===== config.mk =====
export PLATFORM = sky130hd
export DESIGN_NAME = mem_arbiter
export DESIGN_NICKNAME = d
export VERILOG_FILES = /design/src/rtl/mem_arbiter.sv
export SDC_FILE = /design/constraint.sdc
export NUM_CORES = 1
export LEC_CHECK = 0
export CAP_MARGIN = 25
export CORE_AREA = 2 2 438 440
export DETAILED_ROUTE_END_ITERATION = 10
export DIE_AREA = 0 0 440 442
export GPL_ROUTABILITY_DRIVEN = 0
export SLEW_MARGIN = 20
export SYNTH_ARGS = -nofsm -noshare
export SYNTH_HDL_FRONTEND = slang
export SYNTH_SLANG_ARGS = --single-unit

===== constraint.sdc =====
create_clock -name i_clk -period 4.93 [get_ports i_clk]
set_clock_uncertainty 0.2 [all_clocks]
set_input_delay 0.986 -clock i_clk [delete_from_list [all_inputs] [get_ports i_clk]]
set_output_delay 0.986 -clock i_clk [all_outputs]
set_load 0.1 [all_outputs]

===== src/rtl/mem_arbiter.sv =====
// Round-robin shared-memory arbiter: one read/write command per cycle to a fixed-latency
// 128-bit memory, read data returned on a shared bus. Optional stall counter: ARB_STATS_EN.
`ifndef PROC_COUNT
`define PROC_COUNT 4
`endif

// Per-processor request decode: eligibility, write selection, size legality, byte enables.
module mem_arb_lane (
  input  logic        req_rd,
  input  logic        req_wr,
  input  logic [2:0]  wr_size,
  output logic        req_any,
  output logic        sel_wr,
  output logic        size_ok,
  output logic [15:0] be
);
  assign req_any = req_rd | req_wr;
  assign sel_wr  = req_wr;
  assign size_ok = (wr_size != 3'd0) && (wr_size <= 3'd4);

  always_comb begin
    be = '0;
    for (int k = 0; k < 4; k++)
      if (int'(wr_size) > k) be[4*k +: 4] = 4'hF;
  end
endmodule

module mem_arbiter #(
  parameter int PROC_COUNT = `PROC_COUNT,
  parameter int ADDR_W     = 32,
  parameter int MEM_LAT    = 2
) (
  input  logic                  i_clk,
  input  logic                  i_rstn,
  input  logic [PROC_COUNT-1:0] i_req_rd,
  input  logic [PROC_COUNT-1:0] i_req_wr,
  input  logic [ADDR_W-1:0]     i_addr    [PROC_COUNT],
  input  logic [127:0]          i_wdata   [PROC_COUNT],
  input  logic [2:0]            i_wr_size [PROC_COUNT],
  output logic [PROC_COUNT-1:0] o_grant_rd,
  output logic [PROC_COUNT-1:0] o_grant_wr,
  output logic [PROC_COUNT-1:0] o_valid,
  output logic [127:0]          o_rdata,
  output logic                  o_mem_en,
  output logic                  o_mem_we,
  output logic [ADDR_W-1:0]     o_mem_addr,
  output logic [127:0]          o_mem_wdata,
  output logic [15:0]           o_mem_be,
  input  logic                  i_mem_ready,
  input  logic [127:0]          i_mem_rdata,
  output logic                  o_err_size
`ifdef ARB_STATS_EN
  ,
  output logic [31:0]           o_stall_cnt
`endif
);
  localparam int PW = (PROC_COUNT > 1) ? $clog2(PROC_COUNT) : 1;

  typedef struct packed {
    logic              en;
    logic              we;
    logic [ADDR_W-1:0] addr;
    logic [127:0]      wdata;
    logic [15:0]       be;
  } mem_cmd_t;

  logic [PROC_COUNT-1:0]        req_any, sel_wr, size_ok, last_gnt;
  logic [PROC_COUNT-1:0][15:0]  be_v;
  logic [PW-1:0]                ptr, win_idx, ptr_nxt;
  logic                         win_found, rd_issue;
  logic [PROC_COUNT-1:0]        win_oh;
  int                           sidx;
  mem_cmd_t                     cmd;
  logic [MEM_LAT:0]             vld_pipe;
  logic [MEM_LAT:0][PW-1:0]     idx_pipe;

  for (genvar g = 0; g < PROC_COUNT; g++) begin : g_lane
    mem_arb_lane u_lane (
      .req_rd  (i_req_rd[g]),
      .req_wr  (i_req_wr[g]),
      .wr_size (i_wr_size[g]),
      .req_any (req_any[g]),
      .sel_wr  (sel_wr[g]),
      .size_ok (size_ok[g]),
      .be      (be_v[g])
    );
  end

  // Last cycle's grant is still visible on the request lines; mask it out.
  assign last_gnt = o_grant_rd | o_grant_wr;

  always_comb begin
    win_found = 1'b0;
    win_idx   = '0;
    sidx      = 0;
    for (int i = 0; i < PROC_COUNT; i++) begin
      sidx = int'(ptr) + i;
      if (sidx >= PROC_COUNT) sidx = sidx - PROC_COUNT;
      if (!win_found && req_any[sidx] && !last_gnt[sidx]) begin
        win_found = 1'b1;
        win_idx   = PW'(sidx);
      end
    end
  end

  assign ptr_nxt  = (win_idx == PW'(PROC_COUNT-1)) ? '0 : win_idx + PW'(1);
  assign win_oh   = PROC_COUNT'(1) << win_idx;
  assign rd_issue = i_mem_ready && win_found && !sel_wr[win_idx];

  always_ff @(posedge i_clk or negedge i_rstn) begin
    if (!i_rstn) begin
      ptr        <= '0;
      o_grant_rd <= '0;
      o_grant_wr <= '0;
      o_err_size <= 1'b0;
      cmd        <= '0;
    end else begin
      o_grant_rd <= '0;
      o_grant_wr <= '0;
      o_err_size <= 1'b0;
      cmd        <= '0;
      if (i_mem_ready && win_found) begin
        ptr <= ptr_nxt;
        if (sel_wr[win_idx]) begin
          o_grant_wr <= win_oh;
          // Illegal size still releases the processor but never reaches memory.
          if (size_ok[win_idx])
            cmd <= '{en: 1'b1, we: 1'b1, addr: i_addr[win_idx],
                     wdata: i_wdata[win_idx], be: be_v[win_idx]};
          else
            o_err_size <= 1'b1;
        end else begin
          o_grant_rd <= win_oh;
          cmd <= '{en: 1'b1, we: 1'b0, addr: i_addr[win_idx],
                   wdata: '0, be: 16'hFFFF};
        end
      end
    end
  end

  assign o_mem_en    = cmd.en;
  assign o_mem_we    = cmd.we;
  assign o_mem_addr  = cmd.addr;
  assign o_mem_wdata = cmd.wdata;
  assign o_mem_be    = cmd.be;

  // Stage k holds the read issued k cycles ago; stage MEM_LAT lines up with i_mem_rdata.
  always_ff @(posedge i_clk or negedge i_rstn) begin
    if (!i_rstn) begin
      vld_pipe <= '0;
      idx_pipe <= '0;
      o_valid  <= '0;
      o_rdata  <= '0;
    end else begin
      vld_pipe[0] <= rd_issue;
      idx_pipe[0] <= win_idx;
      for (int s = 1; s <= MEM_LAT; s++) begin
        vld_pipe[s] <= vld_pipe[s-1];
        idx_pipe[s] <= idx_pipe[s-1];
      end
      o_valid <= '0;
      if (vld_pipe[MEM_LAT]) begin
        o_valid <= PROC_COUNT'(1) << idx_pipe[MEM_LAT];
        o_rdata <= i_mem_rdata;
      end
    end
  end

`ifdef ARB_STATS_EN
  always_ff @(posedge i_clk or negedge i_rstn) begin
    if (!i_rstn)
      o_stall_cnt <= '0;
    else if (|req_any && !i_mem_ready && o_stall_cnt != 32'hFFFF_FFFF)
      o_stall_cnt <= o_stall_cnt + 32'd1;
  end
`endif
endmodule


==> results.sh <==
# yosys + openroad results
export IMPL_syn_area_per_cell_sq_um=11.7
export IMPL_top_power_group="combinational logic"
export IMPL_critical_path_class="input pin to flop"
export IMPL_simple_gate_area_share_pct=14.1
export IMPL_fin_ws_ns=0.704
export IMPL_power_mw=28.9
export IMPL_internal_power_mw=11.5
export IMPL_logic_area_sq_um=8960
export IMPL_antenna_found_initial=120
export IMPL_floorplan_nets=2308
export IMPL_drcViolationCount=0
export IMPL_synth_cells=1511
export IMPL_nonClkBufAreaFrac_pct=35.2
export IMPL_die_y_um=442
export IMPL_finalCritPeriodShare_pct=85.7
export IMPL_cts_hold_buffers=0
export IMPL_ys_ff=318
export IMPL_grt_pass1_wl_um=192000
export IMPL_finalSetupViolations=0
export IMPL_cts_setup_buffers=0
export IMPL_grt_max_degree=133
export IMPL_ff_type="dfrtp_1"
export IMPL_crit_cells=10
export IMPL_num_rows=160
export IMPL_fp_utilization_pct=9.33
export IMPL_cp_top_family="AND-OR/OR-AND gates"
export IMPL_comb_cells=1033
export IMPL_top_cell="nand2_1"
export IMPL_cp_cell_sequence="clkdlybuf4s50_1 -> nor2_1 -> nor4_1 -> a311oi_2 -> nor2_4 -> inv_8 -> o311ai_1 -> a211oi_4 -> buf_4 -> a2111oi_0"
export IMPL_cp_data_arrival_time_ns=4.46
export IMPL_htree_levels=2
export IMPL_power_density_nw_per_um2=872
export IMPL_pg_comb_mw=21.8
export IMPL_rr_endpoint="o_mem_addr[1]"
export IMPL_rr_worst_depth=8
export IMPL_clock_buffers=55
export IMPL_tns_ns=0
export IMPL_xor_area_share_pct=0
export IMPL_rsz0062_at_grt="no"
export IMPL_clock_sinks=318
export IMPL_powerSeq_mw=4.13
export IMPL_fmax_mhz=237
export IMPL_ys_sh_adder_pct=0.425
export IMPL_critPathMaxStageDelay_ns=0.72
export IMPL_worstMarginPinSlew_ns=1.23
export IMPL_pin_count=1110
export IMPL_num_antenna_cells=36
export IMPL_cts_resized=0
export IMPL_drive_above_1_share_pct=20.2
export IMPL_peakVddDrop_v=0.000817
export IMPL_top_cells_by_count="nand2_1, dfrtp_1, and3_1, mux2i_1, mux2_2"
export IMPL_required_ns=5.16
export IMPL_ys_sh_aoi_pct=18.5
export IMPL_cp_num_buf_inv=3
export IMPL_io_buffers=1109
export IMPL_finalHoldViolations=0
export IMPL_dr_pass1_iters=5
export IMPL_power_frac_comb_pct=75.2
export IMPL_synth_top_area_share_pct=45.0
export IMPL_dominant_cells="buffers"
export IMPL_critPathCaptureType="flop"
export IMPL_post_dp_hpwl_um=132000
export IMPL_startpoint="i_req_wr[2]"
export IMPL_inverters=6
export IMPL_p_switching_mw=17.5
export IMPL_comb_area_share_pct=27.0
export IMPL_drtIter0Drc=1500
export IMPL_synth_chip_area_sq_um=17700
export IMPL_max_clock_path_buffers=3
export IMPL_cp_slowest_cell="o311ai_1"
export IMPL_logic_family="AND-OR/OR-AND gates"
export IMPL_wl_um=153000
export IMPL_mux_share_pct=17.4
export IMPL_outcome="completed"
export IMPL_drv_cap=0
export IMPL_core_area_sq_um=190000
export IMPL_grt_pass1_vias=18100
export IMPL_cts_buffers=41
export IMPL_seq_area_share_pct=24.0
export IMPL_wl_per_cell_um=29.7
export IMPL_ant_nets=0
export IMPL_p_seq_share_pct=14.3
sequential cells by signal, summed over array words and instances (netlist names), 2 cells and up:
| name | cells |
|---|---|
| o_rdata | 128 |
| o_mem_addr | 32 |
| vld_pipe | 3 |
| o_mem_be | 4 |
| o_mem_wdata | 128 |
| ptr | 2 |
| o_grant_wr | 4 |
| o_grant_rd | 4 |
| o_valid | 4 |
| idx_pipe | 6 |
logic make-up after synthesis:
group	after synthesis
buffers and inverters	160
multiplexers	291
AND-OR/OR-AND	195
flip-flops	318
AND/OR/NAND/NOR	541
adder cells (fa/ha/maj)	6
through the flow:
step / cells / utilization, % / area [sq um] / hold slack [ns]
after global routing: 5116 / 17.5 / 33100 / 0.0316
after CTS: 5106 / 17.5 / 33100 / 0.00810
after global placement: 5027 / 16.6 / 31500 / 0.132
final: 5142 / 17.5 / 33200 / 0.0599
after floorplan: 1511 / - / 17700 / 0.131
after detailed placement: 5039 / 16.8 / 31800 / 0.136
layout by cell type (no fill, tap or decap), drive strengths merged, types with 2 or more instances in the layout:
| cell | instances |
|---|---|
| or3 | 4 |
| a211oi | 4 |
| a21oi | 6 |
| o21ai | 6 |
| o41ai | 4 |
| inv | 7 |
| clkinv | 9 |
| nand3 | 4 |
| clkdlybuf4s50 | 968 |
| mux2i | 163 |
| ha | 6 |
| a2111oi | 161 |
| clkbuf | 56 |
| o2111ai | 2 |
| nor2 | 20 |
| dfrtp | 318 |
| diode | 36 |
| nand2 | 333 |
| and3 | 166 |
| o31ai | 2 |
| o21a | 3 |
| mux2 | 128 |
| nor3 | 8 |
| or4 | 3 |
| buf | 202 |
layer usage:
metal,vias to the layer above,GRT usage (%),share of wire [%]
met4,46,3.64,2.1
met5,-,0,0.20
met3,205,6.40,11
met2,968,25.4,48
met1,8939,17.7,38
li1,7676,-,-
Fig. 1: placement view
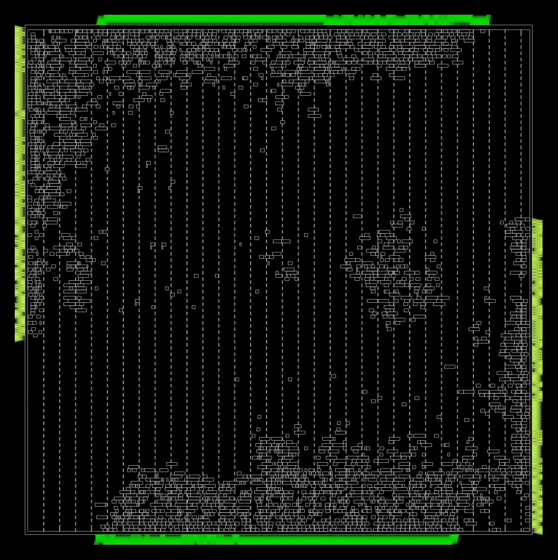
Filler Cell Count: 21,000
flop count: 318

Fig. 2: wiring heat map
22 x 22 tiles, from dark blue (low) to red (high), scaled to the fullest tile. Values are wire area over tile area, all layers added.
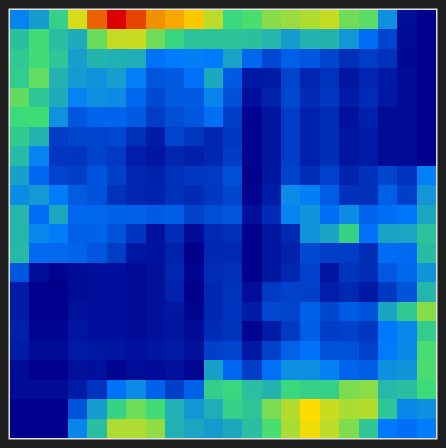
tiles over half the peak: 9.3%
fullest tile: 0.62
emptiest ninth of the die: middle
densest ninth of the die: top left
mean over tiles: 0.13
GRT Total Usage: 15.1%
Vias: 17,800

Fig. 3: sizing map
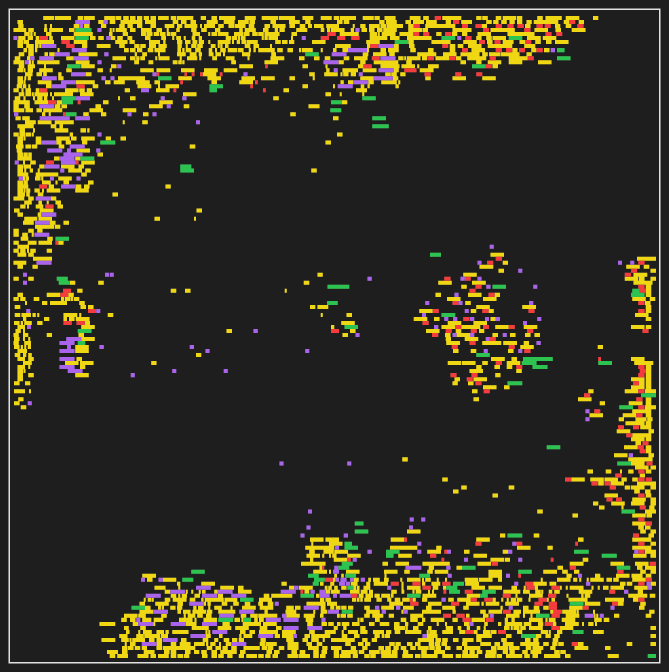
| color | size | cells | share |
|---|---|---|---|
| red | x2 | 207 | 8.0% |
| yellow | x1 and smaller | 2,071 | 80% |
| purple | x3 and x4 | 227 | 8.7% |
| green | x6 and larger | 90 | 3.5% |
final design instance area without fill: 33,200 sq um
nonclk buf count: 1,171
P&R area growth vs syn: 87.7%

Fig. 4: clock distribution
Bar = 100 um.
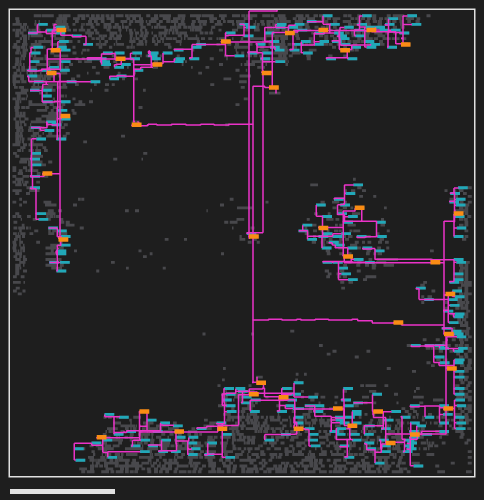
[magenta] clock wires | length: 6,310 um
[orange] clock-net drivers | count: 41
[cyan] flip-flops | count: 318
flops lie: spread over the die
Insertion Delay late pin: 0.61 ns
Clock power frac: 10.5%
P_clk: 3.04 mW

Power figures rest on the tool's default switching activity, not on a simulated workload.
